run_1/m1.png
(4 px per micron) Supply wires on this layer in gray.
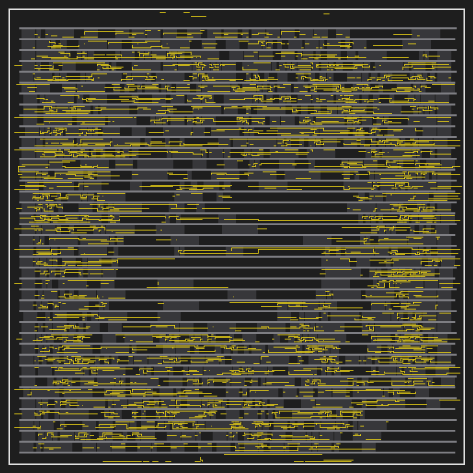
run_1/sizing.png
(3 px per micron)
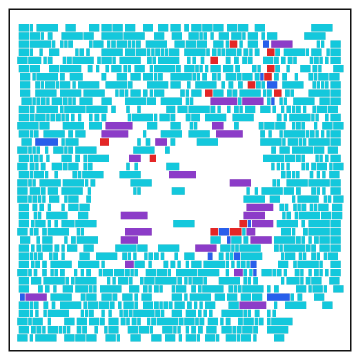
run_1/placed.png
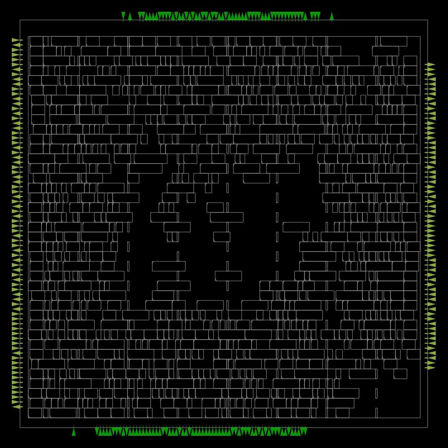
run_1/util_map.png
(3 px per micron) 11 x 11 tiles, from dark blue (low) to red (high), 0 to 100% covered.
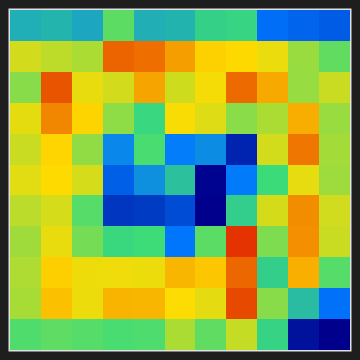
### src/rtl/alu_exec_stage.sv
`default_nettype none
// ============================================================================
//  Module      : alu_exec_stage
//  Description : Execute-stage sequencer around a 32-bit combinational ALU.
//                Registers the ALU source operands and select code, captures
//                the ALU result and a subtract-qualified zero flag, and hands
//                the result downstream through a valid/ready handshake.
//                One operation is in flight at a time.
//  Revision    : 1.0  initial release
// ============================================================================
module alu_exec_stage #(
    parameter int WORD_SIZE = 32,
    parameter int IMM_WIDTH = 16
) (
    input  logic                 clk,
    input  logic                 reset_n,
    // upstream (decode / register file)
    input  logic                 in_valid,
    output logic                 in_ready,
    input  logic [WORD_SIZE-1:0] rs_data,
    input  logic [WORD_SIZE-1:0] rt_data,
    input  logic [WORD_SIZE-1:0] pc_in,
    input  logic [IMM_WIDTH-1:0] imm_in,
    input  logic                 src_a_sel,
    input  logic [1:0]           src_b_sel,
    input  logic [3:0]           alu_op,
    input  logic                 flush,
    // ALU interface
    output logic [WORD_SIZE-1:0] alu_a,
    output logic [WORD_SIZE-1:0] alu_b,
    output logic [3:0]           alu_sel,
    input  logic [WORD_SIZE-1:0] alu_result,
    input  logic                 alu_zero,
    // downstream (writeback / branch)
    output logic                 out_valid,
    input  logic                 out_ready,
    output logic [WORD_SIZE-1:0] alu_out,
    output logic                 zero_out,
    output logic                 op_illegal
);

    typedef enum logic [1:0] {
        S_IDLE = 2'd0,
        S_EXEC = 2'd1,
        S_DONE = 2'd2
    } state_t;

    localparam logic [WORD_SIZE-1:0] c_CONST_FOUR = {{(WORD_SIZE-3){1'b0}}, 3'b100};
    localparam logic [3:0]           c_OP_SUB     = 4'h3;

    state_t                 r_state;
    logic                   r_in_ready;
    logic                   r_out_valid;
    logic [WORD_SIZE-1:0]   r_alu_a;
    logic [WORD_SIZE-1:0]   r_alu_b;
    logic [3:0]             r_alu_sel;
    logic [WORD_SIZE-1:0]   r_alu_out;
    logic                   r_zero_out;
    logic                   r_op_illegal;

    logic [WORD_SIZE-1:0]   w_src_a;
    logic [WORD_SIZE-1:0]   w_src_b;

    // Operand source muxes feeding the ALU input registers
    always_comb begin
        w_src_a = src_a_sel ? pc_in : rs_data;
        case (src_b_sel)
            2'd0:    w_src_b = rt_data;
            2'd1:    w_src_b = {{(WORD_SIZE-IMM_WIDTH){imm_in[IMM_WIDTH-1]}}, imm_in};
            2'd2:    w_src_b = {{(WORD_SIZE-IMM_WIDTH){1'b0}}, imm_in};
            default: w_src_b = c_CONST_FOUR;
        endcase
    end

    // Sequencer: IDLE accepts, EXEC captures the ALU result, DONE holds it
    // until consumed. Reset beats flush; flush beats accept and out_ready.
    always_ff @(posedge clk) begin
        if (!reset_n) begin
            r_state      <= S_IDLE;
            r_in_ready   <= 1'b1;
            r_out_valid  <= 1'b0;
            r_alu_a      <= '0;
            r_alu_b      <= '0;
            r_alu_sel    <= 4'h0;
            r_alu_out    <= '0;
            r_zero_out   <= 1'b0;
            r_op_illegal <= 1'b0;
        end else if (flush) begin
            // Datapath registers are deliberately left untouched on abort
            r_state      <= S_IDLE;
            r_in_ready   <= 1'b1;
            r_out_valid  <= 1'b0;
            r_op_illegal <= 1'b0;
        end else begin
            case (r_state)
                S_IDLE: begin
                    if (in_valid) begin
                        r_alu_a      <= w_src_a;
                        r_alu_b      <= w_src_b;
                        r_alu_sel    <= alu_op;
                        r_op_illegal <= alu_op[3];
                        r_in_ready   <= 1'b0;
                        r_state      <= S_EXEC;
                    end
                end
                S_EXEC: begin
                    r_alu_out   <= alu_result;
                    // The ALU only drives zero meaningfully for subtract
                    r_zero_out  <= (r_alu_sel == c_OP_SUB) ? alu_zero : 1'b0;
                    r_out_valid <= 1'b1;
                    r_state     <= S_DONE;
                end
                S_DONE: begin
                    if (out_ready) begin
                        r_out_valid <= 1'b0;
                        r_in_ready  <= 1'b1;
                        r_state     <= S_IDLE;
                    end
                end
                default: begin
                    r_state     <= S_IDLE;
                    r_in_ready  <= 1'b1;
                    r_out_valid <= 1'b0;
                end
            endcase
        end
    end

    assign in_ready   = r_in_ready;
    assign out_valid  = r_out_valid;
    assign alu_a      = r_alu_a;
    assign alu_b      = r_alu_b;
    assign alu_sel    = r_alu_sel;
    assign alu_out    = r_alu_out;
    assign zero_out   = r_zero_out;
    assign op_illegal = r_op_illegal;

endmodule
`default_nettype wire
### config.mk
export PLATFORM = sky130hd
export DESIGN_NAME = alu_exec_stage
export DESIGN_NICKNAME = d
export VERILOG_FILES = /design/src/rtl/alu_exec_stage.sv
export SDC_FILE = /design/constraint.sdc
export NUM_CORES = 1
export LEC_CHECK = 0
export ABC_AREA = 1
export ABC_CLOCK_PERIOD_IN_PS = 1400
export CORE_MARGIN = 2
export CORE_UTILIZATION = 38
export CTS_BUF_LIST = sky130_fd_sc_hd__clkbuf_16
export CTS_CLUSTER_SIZE = 14
export DETAILED_ROUTE_END_ITERATION = 8
export PLACE_DENSITY = 0.88
export SYNTH_ARGS = -nofsm -noshare
export SYNTH_HDL_FRONTEND = slang
export SYNTH_SLANG_ARGS = --single-unit
export TNS_END_PERCENT = 30
### constraint.sdc
create_clock -name clk -period 1.4 [get_ports clk]
set_input_delay 0.14 -clock clk [delete_from_list [all_inputs] [get_ports clk]]
set_output_delay 0.14 -clock clk [all_outputs]
set_load 0.005 [all_outputs]
==> results.sh, run 1 <==
# physical design summary
export IMPL_num_multi_input_gates=471
export IMPL_cts_setup_buffers=0
export IMPL_startpoint_type="flip-flop"
export IMPL_antenna_found_initial=0
export IMPL_yosys_top_cells_area="dfxtp_1 (47%), nor2_1 (15%), o21ai_0 (10%)"
export IMPL_holdBufCountCts=0
export IMPL_pin_count=261
export IMPL_comb_share=0.262
export IMPL_seq_cell_power_mw=3.27
export IMPL_top_cells_by_count="nor2_1 (181), nand2_1 (112), dfxtp_1 (106), o21ai_0 (95), inv_1 (46)"
export IMPL_warning_count=28
export IMPL_clk_share=0.0385
export IMPL_drcViolationCount=0
export IMPL_comb_power_share=0.201
export IMPL_yosys_cells=671
export IMPL_finalClockSkew_ns=0.0105
export IMPL_powerDensity_nw_per_um2=943
export IMPL_crit_path_max_fanout=2
export IMPL_wire_per_inst_microns=13.9
export IMPL_combGateArea_sq_um=2010
export IMPL_top_area_cell="dfxtp_1"
export IMPL_final_common_cell="clkdlybuf4s50_1"
export IMPL_clock_buffers=9
export IMPL_status="complete, no violations"
export IMPL_route_vias_total=5117
export IMPL_yosysMostFrequentCell="nor2_1"
export IMPL_grt_max_degree=68
export IMPL_hold_viol=0
export IMPL_p_leak_nw=3.44
export IMPL_routed_wl_microns=14800
export IMPL_drt_initial_drc_count=413
export IMPL_htree_levels=3
About m1.png:
The wires run mostly horizontal. The layer carries 6090 microns of wire. The layer holds 41% of the routed length. 951 nets have wire on it. The longest straight run is 50.4 microns.

About sizing.png:
Purple marks x6 and larger, cells 24, share 2.6%, most used clkbuf_16. Blue marks x2, cells 14, share 1.5%, most used inv_2. Cyan marks x1 and smaller, cells 873, share 94%, most used clkdlybuf4s50_1. Red marks x3 and x4, cells 13, share 1.4%, most used buf_4.

About placed.png:
Seq/total area: 0.277
# Taps: 143
Fill cells: 1010
Post-Layout Cell Count: 1067
core area: 11600 sq um

About util_map.png:
22% of the tiles are over 75% full. The mean over all tiles is 58%. The emptiest ninth of the die: middle.

[run 1: through the flow]
| stage | setup slack (ns) | cells | power, mW | cell area, sq um | setup TNS (ns) |
|---|---|---|---|---|---|
| 2_1_floorplan | 0.247 | 671 | 3.86 | 4550 | 0 |
| 3_3_place_gp | -0.0526 | 1051 | 4.78 | 7340 | -2.17 |
| 3_5_place_dp | -0.0931 | 1051 | 4.81 | 7340 | -3.57 |
| 4_1_cts | 0.00620 | 1067 | 7.27 | 7640 | 0 |
| 5_1_grt | -0.0126 | 1067 | 7.59 | 7670 | -0.0463 |
| 6_report | 0.0246 | 1067 | 7.23 | 7670 | 0 |
[run 1: what timing repair did]
item,4_1_cts,5_1_grt
resized,5,13
pin swaps,0,0
endpoints found under the setup margin,5,20
[run 1: worst reg2reg max path, cell delays in order (launching register included)]
cell     delay (ns)
dfxtp_1        0.35
nor2_2         0.17
nand3_2        0.15
inv_2          0.14
buf_12         0.18
nand2_1        0.08
a21oi_1        0.16
[run 1: final timing paths]
| check | to | slack (ns) | depth (start not counted) |
|---|---|---|---|
| worst max-delay path | alu_b[10] | 0.02 | 1 |
| worst min register to register | alu_b[11] | 0.46 | 2 |
| worst max register to register | alu_b[10] | 0.09 | 6 |
| worst min-delay path | r_state[1] | 0.17 | 3 |
[run 1: logic make-up (layout without fill, tap and decap cells)]
kind of cell / Yosys count / count (layout) / share of synthesized area
and+or+nand+nor: 326 / 326 / 0.283
AOI/OAI and AO/OA: 145 / 145 / 0.160
DFF: 106 / 106 / 0.467
buffers and inverters: 94 / 347 / 0.0908
[run 1: per-layer routing]
metal  vias up  wire length (microns)  track usage
met5         -                      0            0
li1       2614                      -            -
met2       227                   7090        0.381
met3        31                   1160       0.0569
met1      2245                   6090        0.270
met4         0                    450       0.0959
==> run 2, diff against run 1 <==
CORE_MARGIN = 5   (was 2)
run_2/m1.png
(4 px per micron) Supply wires on this layer in gray.
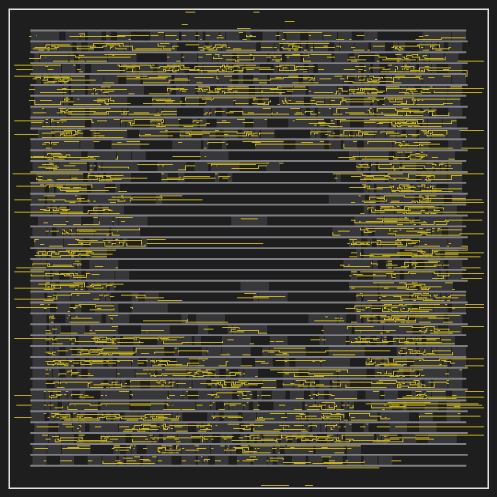
The layer carries 6090 microns of wire. The layer holds 39% of the routed length. 954 nets have wire on it.

run_2/util_map.png
(3 px per micron) 12 x 12 tiles, from dark blue (low) to red (high), 0 to 100% covered.
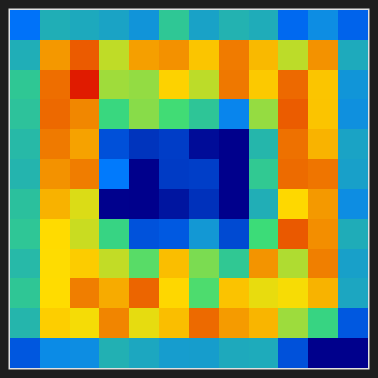
The fullest tile reaches 97%. 5.6% of the tiles are nearly empty. 35% of the tiles are over 75% full. The emptiest ninth of the die: middle. The mean over all tiles is 53%.

==> results.sh, run 2 <==
# physical design summary
export IMPL_pin_count=261
export IMPL_report_final_slew_viol_count=0
export IMPL_p_leak_nw=3.46
export IMPL_r2r_cells=6
export IMPL_finalClockSkew_ns=0.00480
export IMPL_startpoint_type="flip-flop"
export IMPL_fin_cells=1076
export IMPL_htree_levels=3
export IMPL_cts_resized=2
export IMPL_place_area_sq_um=7380
export IMPL_grt_use_total=0.210
export IMPL_status="complete, no violations"
export IMPL_powerDensity_nw_per_um2=915
export IMPL_simple_gate_area_frac=0.283
export IMPL_worstHoldPathCells=3
export IMPL_dp_slack_ns=-0.111
export IMPL_setup_slack_ns=0.0523
export IMPL_mux_area_frac=0
export IMPL_ys_sh_adder=0
export IMPL_yosysMostFrequentCell="nor2_1"
export IMPL_power_mw=7.04
export IMPL_yosys_cells=671
export IMPL_cts_setup_buffers=0
export IMPL_comb_power_share=0.208
export IMPL_grt_max_degree=72
export IMPL_finish_instance_area_sq_um=7690
export IMPL_nFillCells=1000
export IMPL_global_route_usage_met2=0.353
export IMPL_top_logic_kind="simple AND/OR/NAND/NOR gates"
export IMPL_routed_wl_microns=15500
export IMPL_top_cells_by_count="nor2_1 (181), nand2_1 (112), dfxtp_1 (106), o21ai_0 (95), inv_1 (46)"
export IMPL_busiest_layer="met2"
export IMPL_met1_usage=0.238
export IMPL_placed_cells=1060
export IMPL_coreArea_sq_um=11900
export IMPL_yosys_top_cells_area="dfxtp_1 (47%), nor2_1 (15%), o21ai_0 (10%)"
export IMPL_antenna_found_initial=0
export IMPL_crit_path_max_fanout=2
export IMPL_wire_per_inst_microns=14.4
export IMPL_setup_tns_ns=0
export IMPL_warning_count=26
export IMPL_synthAoiAreaFrac=0.160
export IMPL_crit_family="buffers and inverters"
export IMPL_path_depth=1
export IMPL_crit_chain="clkdlybuf4s50_1"
export IMPL_final_common_cell="clkdlybuf4s50_1"
export IMPL_hold_viol=0
export IMPL_holdBufCountCts=0
export IMPL_met3_usage=0.0845
export IMPL_top_area_cell="dfxtp_1"
## run 2: cell counts after synthesis
Identical to the previous run, type by type.
## run 2: logic make-up after synthesis
kind of cell | Yosys count
buf+inv | 94
simple gates | 326
flops | 106
compound gates | 145
## run 2: path summary, 6_finish.rpt
kind,startpoint,endpoint,slack (ns)
worst max-delay path,zero_out,zero_out,0.05
worst min-delay path,reset_n,r_state[1],0.14
worst max register to register,r_state[1],alu_b[13],0.11
worst min register to register,alu_b[12],alu_b[12],0.46
## run 2: power groups by stage
stage,Clock [mW],Combinational (mW),Sequential [mW]
finish,2.30,1.47,3.27
global placement,0,1.46,3.33
detailed placement,0,1.47,3.34
floorplan,0,0.504,3.35
CTS,2.36,1.48,3.27
global route,2.49,1.61,3.29
## run 2: cell type report
class | instances | area [sq um] | share of cell area
Clock buffer | 9 | 225 | 0.0293
Clock inverter | 7 | 37.5 | 0.00488
Inverter | 52 | 195 | 0.0254
Multi-Input combinational cell | 471 | 2020 | 0.262
Sequential cell | 106 | 2120 | 0.276
Tap cell | 147 | 184 | 0.0239
Timing Repair Buffer | 284 | 2910 | 0.378
## run 2: per-stage QoR
stage          utilization  hold WS (ns)
6_report             0.648         0.137
5_1_grt              0.648         0.165
4_1_cts              0.645         0.119
3_5_place_dp         0.623         0.456
3_3_place_gp         0.623         0.452
2_1_floorplan            -         0.261
## run 2: worst min-delay path, stage by stage
cell     delay (ns)
buf_2          0.13
nand2_1        0.12
a21oi_1        0.05
## run 2: routing by layer
layer / wire (microns) / part of all wire / vias to the layer above
met1: 6090 / 0.39 / 2250
li1: - / - / 2621
met3: 1630 / 0.11 / 24
met5: 0 / 0 / -
met2: 7430 / 0.48 / 233
met4: 302 / 0.020 / 0
Power figures rest on the tool's default switching activity, not on a simulated workload.
